<file path="src/rtl/cordic_pkg.sv">
// cordic_pkg: angle-unit constants, arctangent table and FSM state type shared by the CORDIC core.
package cordic_pkg;
   localparam int ZW_DEF  = 9;
   localparam int ZF_DEF  = 4;
   localparam int QUARTER = 128;
   localparam int HALF    = 256;
   localparam int K_Q16   = 107922;
   localparam int LUT_N   = 12;
   localparam int CW      = 4;
   // atan(2^-i) in units of 2^(ZW+ZF) per turn, tabulated at ZF=4
   localparam int ATAN_LUT [LUT_N] = '{1024, 605, 319, 162, 81, 41, 20, 10, 5, 3, 1, 1};

   typedef enum logic [1:0] {IDLE, ROT, DONE} cordic_state_t;

   function automatic int atan_at(input logic [CW-1:0] i, input int zf);
      int v;
      v = (int'(i) < LUT_N) ? ATAN_LUT[i] : 0;
      return (zf >= 4) ? (v <<< (zf - 4)) : (v >>> (4 - zf));
   endfunction
endpackage

</file>
<file path="src/rtl/cordic_rotate_core_microrot.sv">
// cordic_microrot: one combinational shift-add rotation step for stage i and direction d.
module cordic_microrot #(
   parameter int XW  = 21,
   parameter int ZIW = 13,
   parameter int CW  = 4
) (
   input  logic signed [XW-1:0]  x_i,
   input  logic signed [XW-1:0]  y_i,
   input  logic signed [ZIW-1:0] z_i,
   input  logic [CW-1:0]         i_i,
   input  logic                  neg_i,
   input  logic signed [ZIW-1:0] atan_i,
   output logic signed [XW-1:0]  x_o,
   output logic signed [XW-1:0]  y_o,
   output logic signed [ZIW-1:0] z_o
);
   logic signed [XW-1:0] xs, ys;
   assign xs  = x_i >>> i_i;
   assign ys  = y_i >>> i_i;
   assign x_o = neg_i ? x_i + ys : x_i - ys;
   assign y_o = neg_i ? y_i - xs : y_i + xs;
   assign z_o = neg_i ? z_i + atan_i : z_i - atan_i;
endmodule

</file>
<file path="src/rtl/cordic_rotate_core.sv">
// cordic_rotate_core: iterative rotation-mode CORDIC, one micro-rotation per clock,
// with valid/ready handshakes and saturated x/y outputs.
module cordic_rotate_core
   import cordic_pkg::*;
#(
   parameter int W    = 19,
   parameter int ZW   = ZW_DEF,
   parameter int ZF   = ZF_DEF,
   parameter int ITER = 8
) (
   input  logic                    clk,
   input  logic                    rst_n,
   input  logic                    in_valid_i,
   output logic                    in_ready_o,
   input  logic signed [W-1:0]     in_x_i,
   input  logic signed [W-1:0]     in_y_i,
   input  logic signed [ZW-1:0]    in_z_i,
   output logic                    out_valid_o,
   input  logic                    out_ready_i,
   output logic signed [W-1:0]     out_x_o,
   output logic signed [W-1:0]     out_y_o,
   output logic signed [ZW+ZF-1:0] out_z_o
);
   localparam int XW  = W + 2;
   localparam int ZIW = ZW + ZF;
   localparam logic signed [XW-1:0] MAXV = XW'((1 << (W - 1)) - 1);
   localparam logic signed [XW-1:0] MINV = ~MAXV;

   generate
      if (ITER < 1 || ITER > LUT_N) begin : g_bad_iter
         $error("cordic_rotate_core: ITER must be in 1..12");
      end
   endgenerate

   cordic_state_t        state_q, state_d;
   logic [CW-1:0]        i_q, i_d;
   logic signed [XW-1:0] x_q, x_d, y_q, y_d, xn, yn;
   logic signed [ZIW-1:0] z_q, z_d, zn, atan;
   logic signed [W-1:0]  ox_q, ox_d, oy_q, oy_d;
   logic signed [ZIW-1:0] oz_q, oz_d;

   function automatic logic signed [W-1:0] sat(input logic signed [XW-1:0] v);
      return (v > MAXV) ? W'(MAXV) : (v < MINV) ? W'(MINV) : W'(v);
   endfunction

   assign atan = ZIW'(atan_at(i_q, ZF));

   cordic_microrot #(.XW(XW), .ZIW(ZIW), .CW(CW)) u_step (
      .x_i   (x_q),
      .y_i   (y_q),
      .z_i   (z_q),
      .i_i   (i_q),
      .neg_i (z_q[ZIW-1]),
      .atan_i(atan),
      .x_o   (xn),
      .y_o   (yn),
      .z_o   (zn)
   );

   always_comb begin
      state_d = state_q;
      i_d     = i_q;
      x_d     = x_q;
      y_d     = y_q;
      z_d     = z_q;
      ox_d    = ox_q;
      oy_d    = oy_q;
      oz_d    = oz_q;
      unique case (state_q)
         IDLE: if (in_valid_i) begin
            state_d = ROT;
            i_d     = '0;
            x_d     = {{2{in_x_i[W-1]}}, in_x_i};
            y_d     = {{2{in_y_i[W-1]}}, in_y_i};
            z_d     = {in_z_i, {ZF{1'b0}}};
         end
         ROT: begin
            x_d = xn;
            y_d = yn;
            z_d = zn;
            i_d = i_q + CW'(1);
            if (i_q == CW'(ITER - 1)) begin
               state_d = DONE;
               ox_d    = sat(xn);
               oy_d    = sat(yn);
               oz_d    = zn;
            end
         end
         DONE: state_d = out_ready_i ? IDLE : DONE;
         default: state_d = IDLE;
      endcase
   end

   always_ff @(posedge clk or negedge rst_n) begin
      if (!rst_n) begin
         state_q <= IDLE;
         i_q     <= '0;
         x_q     <= '0;
         y_q     <= '0;
         z_q     <= '0;
         ox_q    <= '0;
         oy_q    <= '0;
         oz_q    <= '0;
      end else begin
         state_q <= state_d;
         i_q     <= i_d;
         x_q     <= x_d;
         y_q     <= y_d;
         z_q     <= z_d;
         ox_q    <= ox_d;
         oy_q    <= oy_d;
         oz_q    <= oz_d;
      end
   end

   assign in_ready_o  = (state_q == IDLE);
   assign out_valid_o = (state_q == DONE);
   assign out_x_o     = ox_q;
   assign out_y_o     = oy_q;
   assign out_z_o     = oz_q;
endmodule

</file>
<file path="config.mk">
export PLATFORM = sky130hd
export DESIGN_NAME = cordic_rotate_core
export DESIGN_NICKNAME = d
export VERILOG_FILES = /design/src/rtl/cordic_pkg.sv /design/src/rtl/cordic_rotate_core_microrot.sv /design/src/rtl/cordic_rotate_core.sv
export SDC_FILE = /design/constraint.sdc
export NUM_CORES = 1
export LEC_CHECK = 0
export CAP_MARGIN = 20
export CORE_MARGIN = 2
export CORE_UTILIZATION = 60
export CTS_CLUSTER_DIAMETER = 150
export DETAILED_ROUTE_END_ITERATION = 6
export PLACE_DENSITY = 0.79
export REMOVE_ABC_BUFFERS = 1
export SYNTH_ARGS = -nofsm -noshare
export SYNTH_HDL_FRONTEND = slang
export SYNTH_HIERARCHICAL = 1
export SYNTH_SLANG_ARGS = --single-unit
</file>
<file path="constraint.sdc">
create_clock -name clk -period 8.6 [get_ports clk]
set_clock_uncertainty 0.2 [all_clocks]
set_input_delay 0.86 -clock clk [delete_from_list [all_inputs] [get_ports clk]]
set_output_delay 0.86 -clock clk [all_outputs]
set_load 0.02 [all_outputs]
</file>
Run 1, routed metal, one color a layer:
Drawn at 3 px/um.
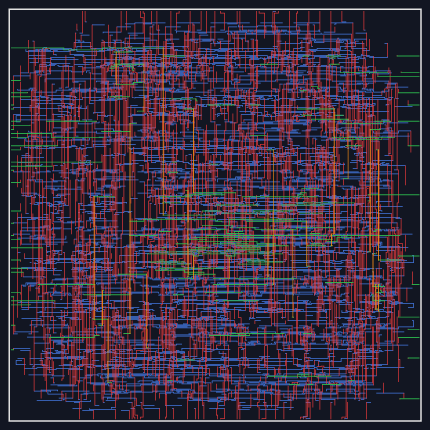
- red: M2 (wire length 13700 um)
- blue: M1 (wire length 12200 um)
- green: M3 (wire length 1590 um)
- orange: M4 (wire length 603 um)
GRT Total Usage: 31.0%
drt total wl: 28100 um
via count: 9477
WL/cell: 19.4 um

Run 1, gate families picked out:
Drawn at 3 px/um.
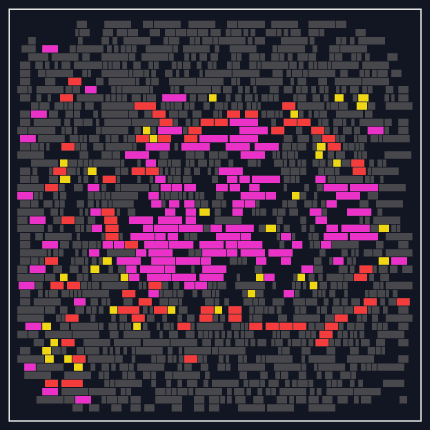
- red: fa/ha/maj cells (cells 67; most used ha_1)
- magenta: mux cells (cells 117; most used mux2i_1)
- yellow: non-inverting ao/oa cells (cells 36; most used a21o_1)
logic share of the area: 61.1%
Cell Count, Final, Fillers Out: 1448
Commonest Layout Cell: o21ai_0

Run 1, I/O nets highlighted:
Drawn at 3 px/um.
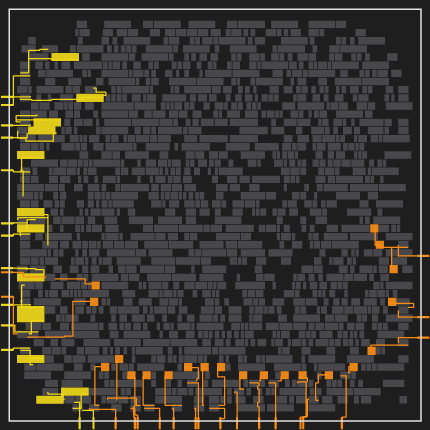
- orange: in_x_i (bits 19; direction input; edge 14 south, 3 east, 2 west; end cells 21; buffers 19; wire 460 um)
- yellow: out_z_o (bits 13; direction output; edge 11 west, 2 south; end cells 13; buffers 13; wire 341 um)
port buffer count: 103
Ports: 104

Run 1, where the registers sit:
Drawn at 2 px/um.
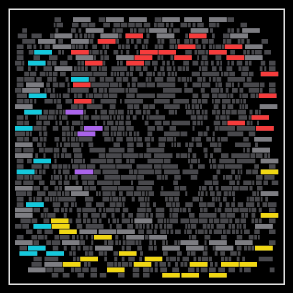
- yellow: out_x_o (placed flops 19)
- cyan: z_q (placed flops 13)
- purple: i_q (placed flops 4; where west)
- red: y_q (placed flops 21)
fraction of area in registers: 23.5%
Register Area: 0.00281 mm2
post-route core utilization: 69.3%

==> GITHUB_STEP_SUMMARY, run 1 <==
## Synthesis and layout report

| Metric | Value |
|---|---|
| CP Capture Point | `out_x_o[0]` |
| FF-to-FF path depth | `18` |
| Number of global-route vias before repair | `9069` |
| Chip Width | `137 um` |
| Count of tool warnings | `32` |
| Post-synth cell types | `72` |
| CTS H-tree lvls | `3` |
| Critical path class | `register to register` |
| Largest net degree at the start of global routing | `81` |
| Clock tree sinks | `112` |
| Post-detailed-placement cell area | `0.0116 mm2` |
| DRC | `0` |
| Final tally of hold violations | `0` |
| Max_slew headroom | `34.7%` |
| Die ar. | `0.0187 mm2` |
| Dominant cell area share | `26.5%` |
| RePlAce Congestion | `0.989` |
| Max Used Layer | `met4` |
| Simple-Gate Area Share | `11.4%` |
| Starting DRT DRC Count | `901` |
| Hold-fix buffers at CTS | `0` |
| CORE AREA | `0.0172 mm2` |
| Syn. warnings | `6` |
| TritonCTS Buffers | `9` |
| Main logic family | `AND-OR/OR-AND gates` |
| Critical-path maximum fanout | `36` |
| Seq/Total Area, Yosys | `26.5%` |
| Global-route wire length before repair | `46500 um` |
| Routed Antenna Nets | `0` |
| Post-synth ARST share | `100%` |
| Status | `finished, final reports clean` |
| GR Overflow Total | `0` |
| Aoi share | `23.7%` |
| CP Capture Type | `register` |
| Max Fclk | `0.147 GHz` |
| FP Util | `61.3%` |
| Post-detail-place hpwl | `19400 um` |
| Height of the die | `137 um` |
| Clock tree from TritonCTS | `built` |
| RSZ-0062 raised after global routing | `false` |
## run 1: final cells by class
type,count,area share [%]
clock buffer,9,1.88
clock inverter,7,0.722
inverter,32,1.01
multi-input combinational,948,61.1
sequential,112,23.5
tap,225,2.36
timing repair buffer,115,9.46
## run 1: routing by layer
layer | up-vias | track usage (%)
li1 | 4436 | -
met1 | 4652 | 41.3
met4 | 0 | 9.49
met3 | 52 | 4.67
met2 | 337 | 52.3
met5 | - | 0
## run 1: worst max-delay path: cells and delay by family (launching register included)
family,cells,cell delay (ns)
AOI/OAI and AO/OA,7,2.09
muxes,2,1.42
and+or+nand+nor,5,1.14
DFF,1,0.60
buffers and inverters,1,0.50
xor gates and xnor gates,2,0.36
adders and majority gates,1,0.35
Run 1, clock wiring as the flow saved it:
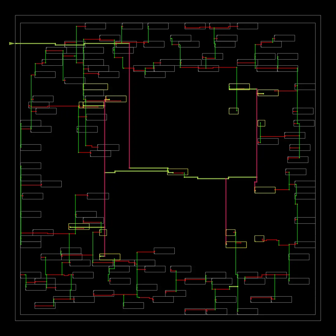

--- run 2 (diff from run 1) ---
CORE_UTILIZATION = 59   (was 60)
PLACE_DENSITY = 0.78   (was 0.79)
clock period = 6.3 ns   (was 8.6 ns; I/O delays follow)
Run 2, clock wiring as the flow saved it:
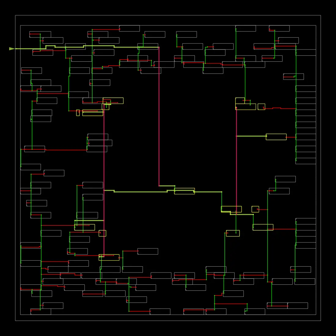
clock tree sinks: 112
TritonCTS Buffers: 9
seq_cells: 112

==> run 2 against run 1 <==
Synthesized cell count is the same. Die area grew 1.6%. Register-to-register slack lost 1.4 ns. Largest cell class unchanged. Worst setup slack lost 1.4 ns. Sequential cell count is the same. Wire length grew 3.9%. Critical endpoint is now out_y_o[4]. Sequential share of layout area shrank 0.38 points. Design area grew 1.7%.
==> GITHUB_STEP_SUMMARY, run 2 <==
## Synthesis and layout report

| Metric | Value |
|---|---|
| Status | `finished, final reports clean (unchanged)` |
| CORE AREA | `0.0174 mm2 (was 0.0172 mm2)` |
| Met2 GRT Util | `52.9% (was 52.3%)` |
| Port buffer count | `103 (unchanged)` |
| Aoi share | `23.7% (unchanged)` |
| Critical-path maximum fanout | `46 (was 36)` |
| Main logic family | `AND-OR/OR-AND gates (unchanged)` |
| Largest net degree at the start of global routing | `70 (was 81)` |
| Routed Antenna Nets | `0 (unchanged)` |
| Starting DRT DRC Count | `733 (was 901)` |
| Clock tree from TritonCTS | `built (unchanged)` |
| Chip Width | `138 um (was 137 um)` |
| FP Util | `60.7% (was 61.3%)` |
| FF-to-FF path depth | `21 (was 18)` |
| Global-route wire length before repair | `46500 um (about the same)` |
| GR Overflow Total | `0 (unchanged)` |
| CP Capture Type | `register (unchanged)` |
| Number of global-route vias before repair | `9028 (was 9069)` |
| Die ar. | `0.0190 mm2 (was 0.0187 mm2)` |
Run 2, routed metal, one color a layer:
Drawn at 3 px/um.
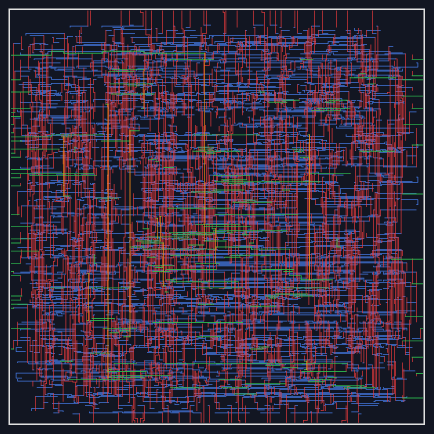
- red: M2 (wire length 14400 um)
- blue: M1 (wire length 12900 um)
- green: M3 (wire length 1490 um)
- orange: M4 (wire length 362 um)
GRT Total Usage: 31.1%
via count: 9500
drt total wl: 29200 um
WL/cell: 19.8 um

==> run 2: critical path: cells and delay by family (launching register included) <==
| kind | cells | cell delay, ns |
|---|---|---|
| AOI/OAI and AO/OA | 10 | 2.22 |
| muxes | 2 | 0.75 |
| and+or+nand+nor | 3 | 0.62 |
| buffers and inverters | 3 | 0.60 |
| DFF | 1 | 0.53 |
| xor gates and xnor gates | 2 | 0.51 |
| adders and majority gates | 1 | 0.36 |
==> run 2: cell type report <==
| class | count | area (um2) |
|---|---|---|
| clock inverters | 6 | 62.6 |
| repair buffers | 141 | 1340 |
| fillers | 1439 | 5260 |
| flip-flops and latches | 112 | 2810 |
| inverters | 32 | 120 |
| clock buffers | 10 | 229 |
| well taps | 225 | 282 |
| multi-input cells | 948 | 7320 |
Run 2, where the registers sit:
Drawn at 2 px/um.
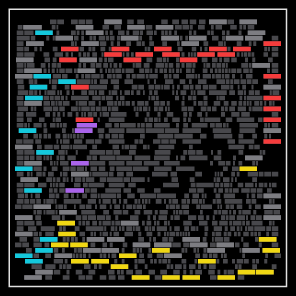

--- run 3 (diff from run 2) ---
CORE_MARGIN = not set   (was 2)
GPL_ROUTABILITY_DRIVEN = 0   (was not set)
Run 3, where the registers sit:
Drawn at 2 px/um.
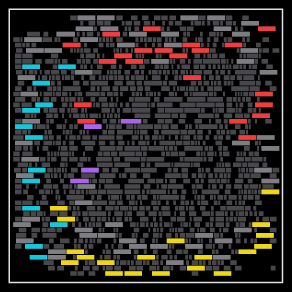
- red: y_q (placed flops 21)
- yellow: out_x_o (placed flops 19)
- cyan: z_q (placed flops 13)
- purple: i_q (placed flops 4)
fraction of area in registers: 23.2%
post-route core utilization: 69.5%
Register Area: 0.00281 mm2

Run 3, I/O nets highlighted:
Drawn at 3 px/um.
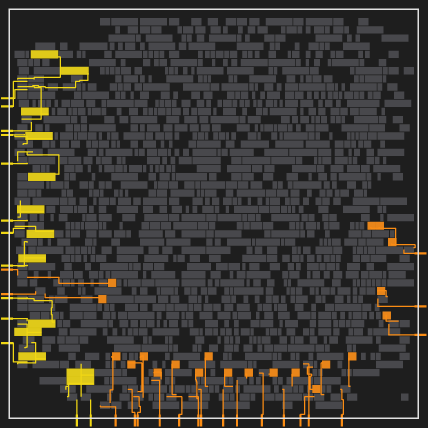
- yellow: out_z_o (bits 13; direction output; edge 11 west, 2 south; end cells 13; buffers 13; wire 344 um)
- orange: in_x_i (bits 19; direction input; edge 14 south, 3 east, 2 west; end cells 21; buffers 19; wire 428 um)

==> run 3 against run 2 <==
Wire length decreased by 4.1%. Core utilization shrank 0.32 points. Non-clock buffer count shrank 11. Design area shrank 0.45%. Hold slack got worse by 0.035 ns. Synthesized area stayed put. Maximum frequency shrank 0.13%. Critical path depth shrank 3. Register-to-register slack is essentially flat. Critical endpoint is now out_x_o[10]. Largest cell class unchanged.
==> GITHUB_STEP_SUMMARY, run 3 <==
## Synthesis and layout report

| Metric | Value |
|---|---|
| Largest net degree at the start of global routing | `61 (was 70)` |
| Logic inverters | `32 (unchanged)` |
| Max Used Layer | `met4 (unchanged)` |
| Final tally of hold violations | `0 (unchanged)` |
| Global route hottest layer | `met2 (unchanged)` |
| GR Overflow Total | `0 (unchanged)` |
| GRT Total Usage | `31.4% (was 31.1%)` |
| Max_slew headroom | `28.4% (was 39.8%)` |
| Chip Width | `136 um (was 138 um)` |
| Final clock-cell share | `2.48% (was 2.40%)` |
| Global-route wire length before repair | `46300 um (was 46500 um)` |
| Met2 GRT Util | `52.8% (was 52.9%)` |
| Cell Count, Final, Fillers Out | `1462 (was 1474)` |
| Signal buf overhead | `10.3% (was 11.0%)` |
| Comb gate area | `0.00734 mm2 (was 0.00732 mm2)` |
| Top cell category | `logic gates (unchanged)` |
| FF-to-FF path depth | `18 (was 21)` |
| Status | `finished, final reports clean (unchanged)` |
| Ports | `104 (unchanged)` |
| CLK BUF | `10 (unchanged)` |
| # Taps | `225 (unchanged)` |
| Port buffer count | `103 (unchanged)` |
| Post-detail-place hpwl | `19900 um (was 21000 um)` |
==> run 3: cell counts after synthesis <==
Identical to the previous run, type by type.
==> run 3: worst reg2reg max path, cell delays in order (launching register included) <==
cell and delay, ns:
dfrtp_2 0.55, buf_12 0.27, mux4_1 0.47, mux4_1 0.65
or2_4 0.29, a2111oi_4 0.33, and3_1 0.23, nor2_1 0.05
xnor2_1 0.16, ha_1 0.35, nand3_1 0.11, nor4b_1 0.41
o221ai_1 0.33, a211oi_2 0.33, o31ai_1 0.14, xnor2_1 0.33
a21bo_4 0.35, o21ai_0 0.10, o21ai_0 0.10
==> run 3: through the flow <==
step	TNS [ns]
2_1_floorplan	-4.24
3_3_place_gp	0
3_5_place_dp	0
4_1_cts	0
5_1_grt	-0.0372
6_report	0
